==> src/rtl/imem_boot_loader.sv <==
// Boot loader: receives a length-prefixed, XOR-checksummed byte stream, writes the
// assembled 32-bit words into instruction memory and releases the core on success.
module imem_boot_loader #(
    parameter int ADDR_WIDTH     = 8,
    parameter int TIMEOUT_CYCLES = 1024
) (
    input  logic                  clk,
    input  logic                  nrst,
    input  logic                  start,
    input  logic                  in_valid,
    input  logic [7:0]            in_data,
    output logic                  in_ready,
    output logic                  imem_wen,
    output logic [ADDR_WIDTH-1:0] imem_waddr,
    output logic [31:0]           imem_wdata,
    output logic                  cpu_nrst,
    output logic                  done,
    output logic                  error,
    output logic [1:0]            err_code
);

    typedef enum logic [2:0] {
        IDLE, HDR_LO, HDR_HI, DATA, CHK, DONE, ERROR
    } state_e;

    localparam int IDLE_W = $clog2(TIMEOUT_CYCLES + 1);
    localparam logic [16:0]       CAPACITY  = 17'(1) << ADDR_WIDTH;
    localparam logic [IDLE_W-1:0] IDLE_LAST = IDLE_W'(TIMEOUT_CYCLES - 1);

    state_e                state_q, state_d;
    logic [15:0]           n_q, n_d;
    logic [16:0]           word_cnt_q, word_cnt_d;
    logic [1:0]            byte_cnt_q, byte_cnt_d;
    logic [23:0]           asm_q, asm_d;
    logic [7:0]            acc_q, acc_d;
    logic [IDLE_W-1:0]     idle_q, idle_d;
    logic                  wen_q, wen_d;
    logic [ADDR_WIDTH-1:0] waddr_q, waddr_d;
    logic [31:0]           wdata_q, wdata_d;
    logic                  cpu_nrst_q, cpu_nrst_d;
    logic                  done_q, done_d;
    logic                  error_q, error_d;
    logic [1:0]            err_code_q, err_code_d;

    logic        xfer;
    logic [15:0] n_full;
    logic [16:0] word_next;

    assign in_ready  = (state_q == HDR_LO) || (state_q == HDR_HI) ||
                       (state_q == DATA)   || (state_q == CHK);
    assign xfer      = in_valid && in_ready;
    assign n_full    = {in_data, n_q[7:0]};
    assign word_next = word_cnt_q + 17'd1;

    always_comb begin
        state_d    = state_q;
        n_d        = n_q;
        word_cnt_d = word_cnt_q;
        byte_cnt_d = byte_cnt_q;
        asm_d      = asm_q;
        acc_d      = acc_q;
        idle_d     = idle_q;
        wen_d      = 1'b0;
        waddr_d    = waddr_q;
        wdata_d    = wdata_q;
        cpu_nrst_d = cpu_nrst_q;
        done_d     = done_q;
        error_d    = error_q;
        err_code_d = err_code_q;

        case (state_q)
            IDLE, DONE, ERROR: begin
                if (start) begin
                    state_d    = HDR_LO;
                    n_d        = '0;
                    word_cnt_d = '0;
                    byte_cnt_d = '0;
                    asm_d      = '0;
                    acc_d      = '0;
                    idle_d     = '0;
                    cpu_nrst_d = 1'b0;
                    done_d     = 1'b0;
                    error_d    = 1'b0;
                    err_code_d = 2'b00;
                end else if (state_q == DONE) begin
                    // Core is released one cycle after DONE is entered.
                    cpu_nrst_d = 1'b1;
                end
            end
            default: begin
                if (xfer) begin
                    idle_d = '0;
                    acc_d  = acc_q ^ in_data;
                    case (state_q)
                        HDR_LO: begin
                            n_d[7:0] = in_data;
                            state_d  = HDR_HI;
                        end
                        HDR_HI: begin
                            n_d = n_full;
                            if ({1'b0, n_full} > CAPACITY) begin
                                state_d    = ERROR;
                                error_d    = 1'b1;
                                err_code_d = 2'b01;
                            end else if (n_full == 16'd0) begin
                                state_d = CHK;
                            end else begin
                                state_d = DATA;
                            end
                        end
                        DATA: begin
                            byte_cnt_d = byte_cnt_q + 2'd1;
                            asm_d      = {in_data, asm_q[23:8]};
                            if (byte_cnt_q == 2'd3) begin
                                wen_d      = 1'b1;
                                waddr_d    = word_cnt_q[ADDR_WIDTH-1:0];
                                wdata_d    = {in_data, asm_q};
                                word_cnt_d = word_next;
                                if (word_next == {1'b0, n_q}) state_d = CHK;
                            end
                        end
                        default: begin
                            if (in_data == acc_q) begin
                                state_d = DONE;
                                done_d  = 1'b1;
                            end else begin
                                state_d    = ERROR;
                                error_d    = 1'b1;
                                err_code_d = 2'b10;
                            end
                        end
                    endcase
                end else if (idle_q == IDLE_LAST) begin
                    state_d    = ERROR;
                    error_d    = 1'b1;
                    err_code_d = 2'b11;
                end else begin
                    idle_d = idle_q + 1'b1;
                end
            end
        endcase
    end

    always_ff @(posedge clk) begin
        if (!nrst) begin
            state_q    <= IDLE;
            n_q        <= '0;
            word_cnt_q <= '0;
            byte_cnt_q <= '0;
            asm_q      <= '0;
            acc_q      <= '0;
            idle_q     <= '0;
            wen_q      <= 1'b0;
            waddr_q    <= '0;
            wdata_q    <= '0;
            cpu_nrst_q <= 1'b0;
            done_q     <= 1'b0;
            error_q    <= 1'b0;
            err_code_q <= 2'b00;
        end else begin
            state_q    <= state_d;
            n_q        <= n_d;
            word_cnt_q <= word_cnt_d;
            byte_cnt_q <= byte_cnt_d;
            asm_q      <= asm_d;
            acc_q      <= acc_d;
            idle_q     <= idle_d;
            wen_q      <= wen_d;
            waddr_q    <= waddr_d;
            wdata_q    <= wdata_d;
            cpu_nrst_q <= cpu_nrst_d;
            done_q     <= done_d;
            error_q    <= error_d;
            err_code_q <= err_code_d;
        end
    end

    assign imem_wen   = wen_q;
    assign imem_waddr = waddr_q;
    assign imem_wdata = wdata_q;
    assign cpu_nrst   = cpu_nrst_q;
    assign done       = done_q;
    assign error      = error_q;
    assign err_code   = err_code_q;

endmodule
==> config.mk <==
export PLATFORM = sky130hd
export DESIGN_NAME = imem_boot_loader
export DESIGN_NICKNAME = d
export VERILOG_FILES = /design/src/rtl/imem_boot_loader.sv
export SDC_FILE = /design/constraint.sdc
export NUM_CORES = 1
export LEC_CHECK = 0
export CAP_MARGIN = 20
export CORE_MARGIN = 2
export CORE_UTILIZATION = 51
export DETAILED_ROUTE_END_ITERATION = 7
export HOLD_SLACK_MARGIN = 0.1
export PLACE_DENSITY = 0.75
export REMOVE_ABC_BUFFERS = 1
export SYNTH_ARGS = -nofsm -noshare
export SYNTH_HDL_FRONTEND = slang
export SYNTH_SLANG_ARGS = --single-unit
==> constraint.sdc <==
create_clock -name clk -period 2.55 [get_ports clk]
set_input_delay 0.51 -clock clk [delete_from_list [all_inputs] [get_ports clk]]
set_output_delay 0.51 -clock clk [all_outputs]
set_load 0.005 [all_outputs]
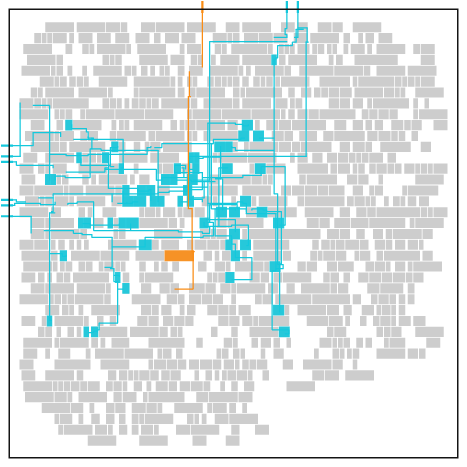
(images/port_trees.png)
Scale: 4 px per um.
legend:
  cpu_nrst:
    color: orange
    bits: 1
    direction: output
    edge: top
    end_cells: 1
    buffers: 1
    wire: 74.5 um
  in_data:
    color: cyan
    bits: 8
    direction: input
    edge: 6 left, 2 top
    end_cells: 58
    buffers: 20
    wire: 1140 um

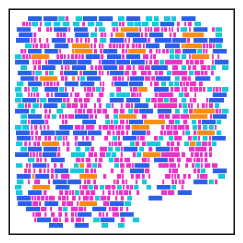
(images/class_map.png)
Scale: 2 px per um.
legend:
  remaining logic cells:
    color: magenta
    cells: 579
  remaining buffers and delay cells:
    color: cyan
    cells: 145
  clock drivers and dummy loads:
    color: orange
    cells: 28
  registers:
    color: blue
    cells: 127
design area: 7800 um^2
Core ar.: 11400 um^2

==> changes_impl.md <==
### Implementation results

- Status: complete, no violations
- P_leak: between 2 and 3 nW
- Top Layout Cells: nand2_1 (141), dfxtp_1 (119), a21oi_1 (97), buf_4 (83), nor2_1 (71)
- Syn avg cell area: slightly below 8 um^2
- Fillcell total: 912
- Synth unique cells: about 60
- Pwr dens: between 800 and 900 nW/um^2
- Synthesized cell area: 5920 um^2
- Max FO, Critical Path: 3
- Antenna violations before repair: 0
- Max FFs per register: 32
- Critical path's slowest cell: or4_1
- Reg area: roughly 2600 um^2
- Rows: 39
- Crit path top cell by count: or4_1
- FF+latch count: approximately 130
- Die Size: about 12000 um^2
- Slew Limit Headroom: 63.4%
- Flop2flop setup slack: about 0.043 ns
- First-pass DRT Iterations: 5
- WL final: ~17 mm
- Fin Setup TNS: 0 ns
- Top_reg_cell synth: dfxtp_1
- Final Core Density: 68.6%
- Unrepaired setup endpoints after global routing: true
- PostCTS Resize Cnt: 12
- Clk slew on worst S/H paths: approximately 0.05 ns
- Crit path arrival time: between 2 and 3 ns
- Crit path max-delay family: simple AND/OR/NAND/NOR gates
- Comb/total area: a little over 40%
- Critical path's largest stage delay: 0.48 ns
- Layout cell share with drive strength beyond 1: 16.2%
- Sw Ratio: 33.1%
- WL/cell: between 15 and 20 um
- Area leader share: 42.9%
- Total track usage: about a quarter
- Sw Pwr: around 2.2 mW
- Final period util: roughly 100%
- Maximum buffer depth of the clock tree: 2
- Main logic family after synthesis: simple AND/OR/NAND/NOR gates
- Maximum VDD drop: ~0.74 mV
- First-pass GRT wire length: roughly 27 mm
- Drt via density: ~5.9
- CP Cell Sequence: ha_4, nand4_4, or3_1, or4_1, a32oi_2, o2111ai_2, or4_1, o21ai_0
- Final Max Tran Viols: 0
- YS warnings: 0
- Vert. Die Dim: between 100 and 150 um
- Largest net degree at the start of global routing: about 56
- Largest cell class: multi-input combinational cells
- Met1 usage: about a third
- Vias: 5987
- Logic inverters: 8
- Worst Hold Class: reg -> reg
- Buf/Inv on CP: 0
- Comb_multi_in: roughly 570
- # hold bufs at CTS: 0
- YS chip area: about 5900 um^2
- Hold Path Sink: imem_waddr[6]$_SDFFE_PN0P_
- Aoi share: a little under a fifth
- Simple share: between 20% and 30%
- Dpl cells: 991
- CTS H-tree depth: 4
- Worst slew pin tran: 0.542 ns
- Hold Vio Cnt, Final: 0
- DRT iter0 DRCs: 566
- Most instantiated logic cell after routing: nand2_1
- Crit path capture type: flip-flop
- Clk sink count: ~130
- Top Usage Layer GRT: met2
- Tapcells: 143
- Worst path required time: approximately 2.9 ns
- Hold Path Depth: 2
- Clock-cell share of area: under 10%
- CTS buffer count: 17
- Crit Reg-Reg Startpoint: word_cnt_q[0]$_SDFFE_PN0P_
- Reg2Reg Depth: 8
- Worst setup margin: 0.0427 ns
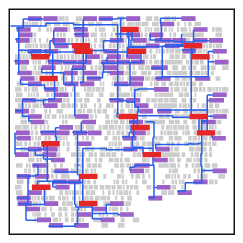
(images/clock_wires.png)
Scale: 2 px per um.
legend:
  clock wires:
    color: blue
    length: 1630 um
  flip-flops:
    color: purple
    count: 127
  clock-net drivers:
    color: red
    count: 17
flops lie: widely spread
routed clock nets: 18
clk latency late pin: 0.42 ns
Worst Skew: 0.00788 ns
clock network power share: 35.7%

-- Yosys cell counts (10+ instances only) --
master / instances
o21ai_0: 32
a22oi_1: 22
xnor2_1: 15
nor2b_1: 10
dfxtp_1: 127
a21oi_1: 97
xor2_1: 14
clkbuf_1: 49
nand2_1: 142
nor2_1: 72
nor3_1: 12
nand3_1: 41
-- worst reg2reg max path, stage by stage, from the launching register on --
cell	delay (ns)
dfxtp_4	0.36
ha_4	0.15
nand4_4	0.11
or3_1	0.40
or4_1	0.42
a32oi_2	0.26
o2111ai_2	0.17
or4_1	0.48
o21ai_0	0.08
-- per-layer routing --
metal  vias up  wire, um
met3        32       943
li1       2881         -
met4         0       341
met2       213      8270
met5         -         0
met1      2861      7130
-- logic make-up (layout without fill, tap and decap cells) --
family	count (synthesis)	in the layout
adders and majority gates	3	3
xor gates and xnor gates	29	29
buffers and inverters	68	181
AOI/OAI and AO/OA	186	186
and+or+nand+nor	345	345
DFF	127	127
muxes	8	8
-- how the worst max path moves through the flow --
stage,startpoint,to,depth (start not counted)
after floorplan,nrst,idle_q[10]$_SDFFE_PN0P_,3
after global placement,in_data[0],err_code[1]$_SDFFE_PN0P_,8
after detailed placement,in_data[0],state_q[0]$_SDFFE_PN0P_,7
after CTS,state_q[1]$_SDFFE_PN0P_,in_ready,3
after global routing,word_cnt_q[0]$_SDFFE_PN0P_,state_q[2]$_SDFFE_PN0P_,8
final,word_cnt_q[0]$_SDFFE_PN0P_,state_q[2]$_SDFFE_PN0P_,8
-- power groups by stage --
stage	Sequential (mW)	Combinational (mW)	Clock (mW)
floorplan	2.32	1.08	0
global placement	2.32	1.94	0
detailed placement	2.33	1.97	0
CTS	2.29	2.00	2.44
global route	2.32	2.20	2.51
finish	2.30	2.03	2.41
Power is estimated from default activity; no workload was simulated.
